File: src/rtl/edsac_ctrl_pkg.sv
// rtl/edsac_ctrl_pkg.sv - shared control-section types and constants
package edsac_ctrl_pkg;

  // Default width of the order address field O1..O10
  localparam int ORDER_W_DEF = 10;

  // Pulse intervals per minor cycle, used by benches to pace ev_d0
  localparam int MINOR_CYCLE_PI = 18;

  // Shift sequencer states
  typedef enum logic [1:0] {
    ST_IDLE  = 2'd0,
    ST_ARM   = 2'd1,
    ST_SHIFT = 2'd2,
    ST_FIN   = 2'd3
  } seq_state_e;

endpackage

File: src/rtl/lsb_encoder.sv
// rtl/lsb_encoder.sv - lowest-set-bit priority encoder (index+1 and zero flag)
module lsb_encoder
  import edsac_ctrl_pkg::*;
#(
  parameter int ORDER_W = ORDER_W_DEF,
  parameter int CNT_W   = 4
) (
  input  logic [ORDER_W-1:0] bits,
  output logic [CNT_W-1:0]   idx_p1,
  output logic               zero
);

  // Scan from the top down so the lowest set bit is the last one written
  always_comb begin
    idx_p1 = '0;
    for (int i = ORDER_W - 1; i >= 0; i--) begin
      if (bits[i]) idx_p1 = CNT_W'(i + 1);
    end
  end

  assign zero = ~|bits;

endmodule

File: src/rtl/shift_sequencer.sv
// rtl/shift_sequencer.sv - R/L shift order sequencer; optional EDSAC_LONG_SHIFT_EN adds long_op and multi-cycle steps
module shift_sequencer
  import edsac_ctrl_pkg::*;
#(
  parameter int ORDER_W     = ORDER_W_DEF,
  parameter int CNT_W       = 4,
  parameter int LONG_CYCLES = 4
) (
  input  logic               clk,
  input  logic               reset,
  input  logic               start,
  input  logic               dir_left,
  input  logic [ORDER_W-1:0] order_addr,
  input  logic               ev_d0,
`ifdef EDSAC_LONG_SHIFT_EN
  input  logic               long_op,
`endif
  output logic               g_left,
  output logic               g_right,
  output logic               busy,
  output logic               done
);

  localparam logic [1:0] S_IDLE  = ST_IDLE;
  localparam logic [1:0] S_ARM   = ST_ARM;
  localparam logic [1:0] S_SHIFT = ST_SHIFT;
  localparam logic [1:0] S_FIN   = ST_FIN;

  // The step counter must be able to hold the highest index+1
  if ((2 ** CNT_W) <= ORDER_W || LONG_CYCLES < 1) begin : g_bad_cfg
    $error("shift_sequencer: illegal CNT_W/ORDER_W/LONG_CYCLES combination");
  end

  logic [1:0]       state;
  logic [CNT_W-1:0] steps;
  logic             dir_r;
  logic [CNT_W-1:0] enc_idx;
  logic             enc_zero;
  logic             mc_zero;

  lsb_encoder #(
    .ORDER_W (ORDER_W),
    .CNT_W   (CNT_W)
  ) u_enc (
    .bits   (order_addr),
    .idx_p1 (enc_idx),
    .zero   (enc_zero)
  );

`ifdef EDSAC_LONG_SHIFT_EN
  localparam int MC_W = (LONG_CYCLES > 1) ? $clog2(LONG_CYCLES) : 1;

  logic            long_r;
  logic [MC_W-1:0] mc;
  logic [MC_W-1:0] mc_reload;

  assign mc_reload = long_r ? MC_W'(LONG_CYCLES - 1) : '0;
  assign mc_zero   = (mc == '0);

  // Minor-cycle counter: counts ev_d0 marks within one single-digit step
  always_ff @(posedge clk) begin
    if (reset) begin
      long_r <= 1'b0;
      mc     <= '0;
    end else begin
      if (state == S_IDLE && start) long_r <= long_op;
      if (state == S_ARM && ev_d0) begin
        mc <= mc_reload;
      end else if (state == S_SHIFT && ev_d0) begin
        mc <= mc_zero ? mc_reload : mc - 1'b1;
      end
    end
  end
`else
  // One minor cycle per step: every mark in SHIFT ends a step
  assign mc_zero = 1'b1;
`endif

  // Main sequencer: order acceptance, gate windows and termination pulse
  always_ff @(posedge clk) begin
    if (reset) begin
      state   <= S_IDLE;
      steps   <= '0;
      dir_r   <= 1'b0;
      g_left  <= 1'b0;
      g_right <= 1'b0;
      busy    <= 1'b0;
      done    <= 1'b0;
    end else begin
      case (state)
        S_IDLE: begin
          if (start) begin
            dir_r <= dir_left;
            steps <= enc_idx;
            busy  <= 1'b1;
            state <= enc_zero ? S_FIN : S_ARM;
          end
        end
        S_ARM: begin
          if (ev_d0) begin
            state   <= S_SHIFT;
            g_left  <= dir_r;
            g_right <= ~dir_r;
          end
        end
        S_SHIFT: begin
          if (ev_d0 && mc_zero) begin
            if (steps == CNT_W'(1)) begin
              state   <= S_FIN;
              g_left  <= 1'b0;
              g_right <= 1'b0;
              done    <= 1'b1;
            end else begin
              steps <= steps - 1'b1;
            end
          end
        end
        S_FIN: begin
          // Shift path arrives with done already set; a zero-field order
          // spends one extra cycle here so done lands two clocks after start.
          if (!done) begin
            done <= 1'b1;
          end else begin
            done  <= 1'b0;
            busy  <= 1'b0;
            state <= S_IDLE;
          end
        end
        default: state <= S_IDLE;
      endcase
    end
  end

endmodule

File: config.mk
export PLATFORM = sky130hd
export DESIGN_NAME = shift_sequencer
export DESIGN_NICKNAME = d
export VERILOG_FILES = /design/src/rtl/edsac_ctrl_pkg.sv /design/src/rtl/lsb_encoder.sv /design/src/rtl/shift_sequencer.sv
export SDC_FILE = /design/constraint.sdc
export NUM_CORES = 1
export LEC_CHECK = 0
export ABC_AREA = 1
export CAP_MARGIN = 30
export CORE_ASPECT_RATIO = 1.1
export CORE_MARGIN = 2
export CORE_UTILIZATION = 35
export CTS_BUF_LIST = sky130_fd_sc_hd__clkbuf_8
export DETAILED_ROUTE_END_ITERATION = 8
export GPL_ROUTABILITY_DRIVEN = 0
export SLEW_MARGIN = 20
export SYNTH_ARGS = -nofsm -noshare
export SYNTH_HDL_FRONTEND = slang
export SYNTH_HIERARCHICAL = 1
export SYNTH_SLANG_ARGS = --single-unit
File: constraint.sdc
create_clock -name clk -period 1.8 [get_ports clk]
set_clock_uncertainty 0.1 [all_clocks]
set_input_delay 0.36 -clock clk [delete_from_list [all_inputs] [get_ports clk]]
set_output_delay 0.36 -clock clk [all_outputs]
set_load 0.01 [all_outputs]
Fig. 1: a small window of the routed layout
Window x 28 to 48, y 31 to 51 µm. Cells in grey, sequential cells in the stronger grey; small squares are vias.
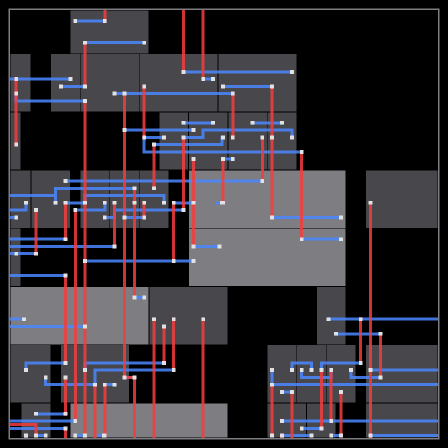
[red] metal 2
[blue] metal 1
cells with their middle in the window: 30
sequential cells in the window: 4
most frequent: nand2_1 (8), clkdlybuf4s50_1 (6), dfxtp_1 (4)

Fig. 2: metal layers overlaid
Scale: 10 px per µm. Only two layers are drawn.
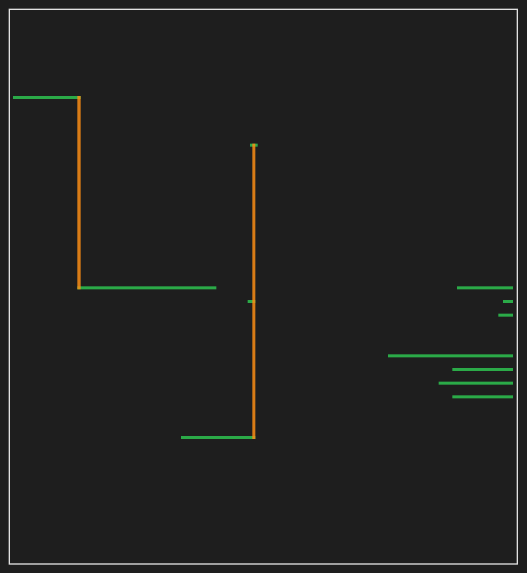
[green] metal 3 | wire length: 65.5 µm
[orange] metal 4 | wire length: 48.3 µm

==> impl_metrics.json <==
{
  "hp-class": "flip-flop to flip-flop",
  "synthXorXnorAreaFrac_pct": 1.04,
  "busiest_layer": "met2",
  "final_area_um2": 1120,
  "n_clock_buffer": 3,
  "place_ws_ns": -0.0110,
  "top_cell_area_share_pct": 26.3,
  "logic_area_um2": 532,
  "post_dp_cell_area_um2": 1070,
  "rsz0062_at_grt": "false",
  "top_cells_by_area": "dfxtp_1 26%, nand2_1 16%, nor2_1 9.9%, inv_1 9.4%, ha_1 9.0%",
  "path_clk_slew_ns": 0.05,
  "grt_max_degree": 8,
  "power_density_nw_per_um2": 1180,
  "antenna_cells": 0,
  "combinationalPowerShare_pct": 51.9,
  "ant_nets": 0,
  "fin_nets": 178,
  "avgViaCountPerCell": 4.65,
  "synth_cell_type_count": 23,
  "largest_register_ffs": 4,
  "tritoncts": "built",
  "netlist_area_um2": 838,
  "drv_slew": 0,
  "finalPower_mw": 1.32,
  "final_cell_mix": "35 x nand2_1, 22 x inv_1, 21 x nor2_1",
  "r2r_end": "steps[1]",
  "slowest_stage": "clkdlybuf4s50_1",
  "warnings": 30,
  "clkCellAreaFrac_pct": 4.04,
  "numSynthFlops": 11,
  "rr_startpoint": "state[0]",
  "min_to": "g_left",
  "cts_resized": 0,
  "cp_data_arrival_time_ns": 1.19,
  "yosys_cells": 133,
  "dp_cells": 182,
  "final_util_pct": 49.6,
  "synth-main-ff-cell": "dfxtp_1",
  "top_cell": "nand2_1",
  "htree_levels": 1,
  "drt-total-wl_mm": 1.88,
  "post-route-min-period_ns": 1.65,
  "synth_warnings": 6,
  "root_buffer": "clkbuf_8",
  "antenna_found_initial": 0,
  "worst-r2r-cell-count": 8,
  "cts_sinks": 11,
  "stdcell_count": 186,
  "overflow": 0,
  "fin_hold_ws_ns": 0.360,
  "share_seq_of_total_power_pct": 29.1,
  "setup_tns_ns": 0,
  "drt_iter0_markers": 17,
  "sh_comb_area_pct": 47.6,
  "std_cell_rows": 18,
  "drc": 0,
  "routed-via-count": 865,
  "n_all_inverters": 23,
  "setup_viol": 0,
  "port_buffers": 18,
  "fillCellCount": 248,
  "pg_clk_uw": 251,
  "slew_headroom_pct": 83.7,
  "first_pass_iters": 4,
  "cts_inserted_buffers": 3,
  "die_h_um": 55.3,
  "fp_nets": 154,
  "grtUsageMet2_pct": 26.3,
  "top_logic_kind": "simple AND/OR/NAND/NOR gates",
  "cp.required_ns": 1.34,
  "io_pins": 19,
  "largest-register": "steps",
  "crit_path_max_fanout": 5,
  "fp_util_pct": 37.2,
  "pg_comb_uw": 685,
  "worst-path-buf-inv": 1,
  "dr_wl_met3_um": 65,
  "core_area_um2": 2250,
  "critPathLaunch": "done",
  "wl_met1_um": 836,
  "areaGrowthSynthToFinish_pct": 33.1,
  "sequentialPower_uw": 385,
  "comb_cells": 98,
  "common_cells": "35 x nand2_1, 22 x nor2_1, 21 x inv_1",
  "worstPathCellList": "clkdlybuf4s50_1",
  "worst_skew_pair.late_latency_ns": 0.24,
  "synthCells": 133,
  "worstSetupEndpoint": "done",
  "min_path_cells": 2,
  "pwr-share-clk_pct": 19.0,
  "ctsHoldBuffers": 0,
  "cp_top_family": "buffers and inverters",
  "cell_internal_pwr_uw": 771,
  "path_class": "flip-flop to output port",
  "highest_layer": "met4",
  "finalCritPeriodShare_pct": 91.5,
  "synth-edff-count": 0,
  "maxCapViolCount": 0,
  "tightestPinTransition_ns": 0.243,
  "clk_path_buf_depth": 2,
  "met3_usage_pct": 2.70,
  "grt_usage_pct": 15.5,
  "outcome": "completed",
  "ir_drop_mv": 0.614,
  "grt_pass1_vias": 842,
  "signal_buffers": 20,
  "layout-drive-gt1-share_pct": 11.5,
  "maxPowerGroup": "combinational logic",
  "aoi_share_pct": 10.6,
  "seq_share_pct": 19.7,
  "critPathMaxStageDelay_ns": 0.56,
  "sw_frac_of_total_pct": 41.6,
  "flop_area_um2": 220,
  "wl_per_cell_um": 10.1,
  "r2r_slack_ns": 0.22,
  "ys_seq_share_pct": 26.3,
  "fin_ws_ns": 0.154,
  "mux_share_pct": 1.19,
  "fa_ha_area_share_pct": 8.96,
  "p_switching_uw": 549,
  "cts_setup_buffers": 0,
  "endpoint_kind": "output port",
  "hold_viol_final": 0,
  "bufAreaShareNonClock_pct": 17.5,
  "leakage_nw": 0.533,
  "nWellTaps": 30,
  "grt_pass1_wl_mm": 3.39,
  "synthArstFlopShare_pct": 0,
  "lay_top_count": "nand2_1",
  "yosysTopAreaCell": "dfxtp_1",
  "chip_area_um2": 2800,
  "fp.dieW_um": 50.7,
  "avgSynthCellArea_um2": 6.30
}
Fig. 3: nets reached from selected ports
Scale: 6 px per µm.
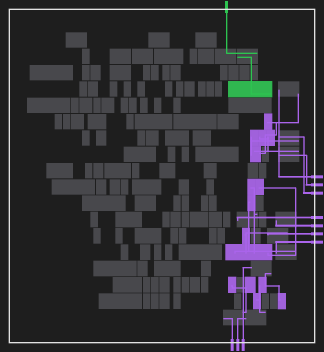
[purple] order_addr | bits: 10 | direction: input | end cells: 15 | buffers: 10 | wire: 227 µm
[green] g_left | bits: 1 | direction: output | end cells: 1 | buffers: 1 | wire: 23.7 µm

Power figures rest on the tool's default switching activity, not on a simulated workload.
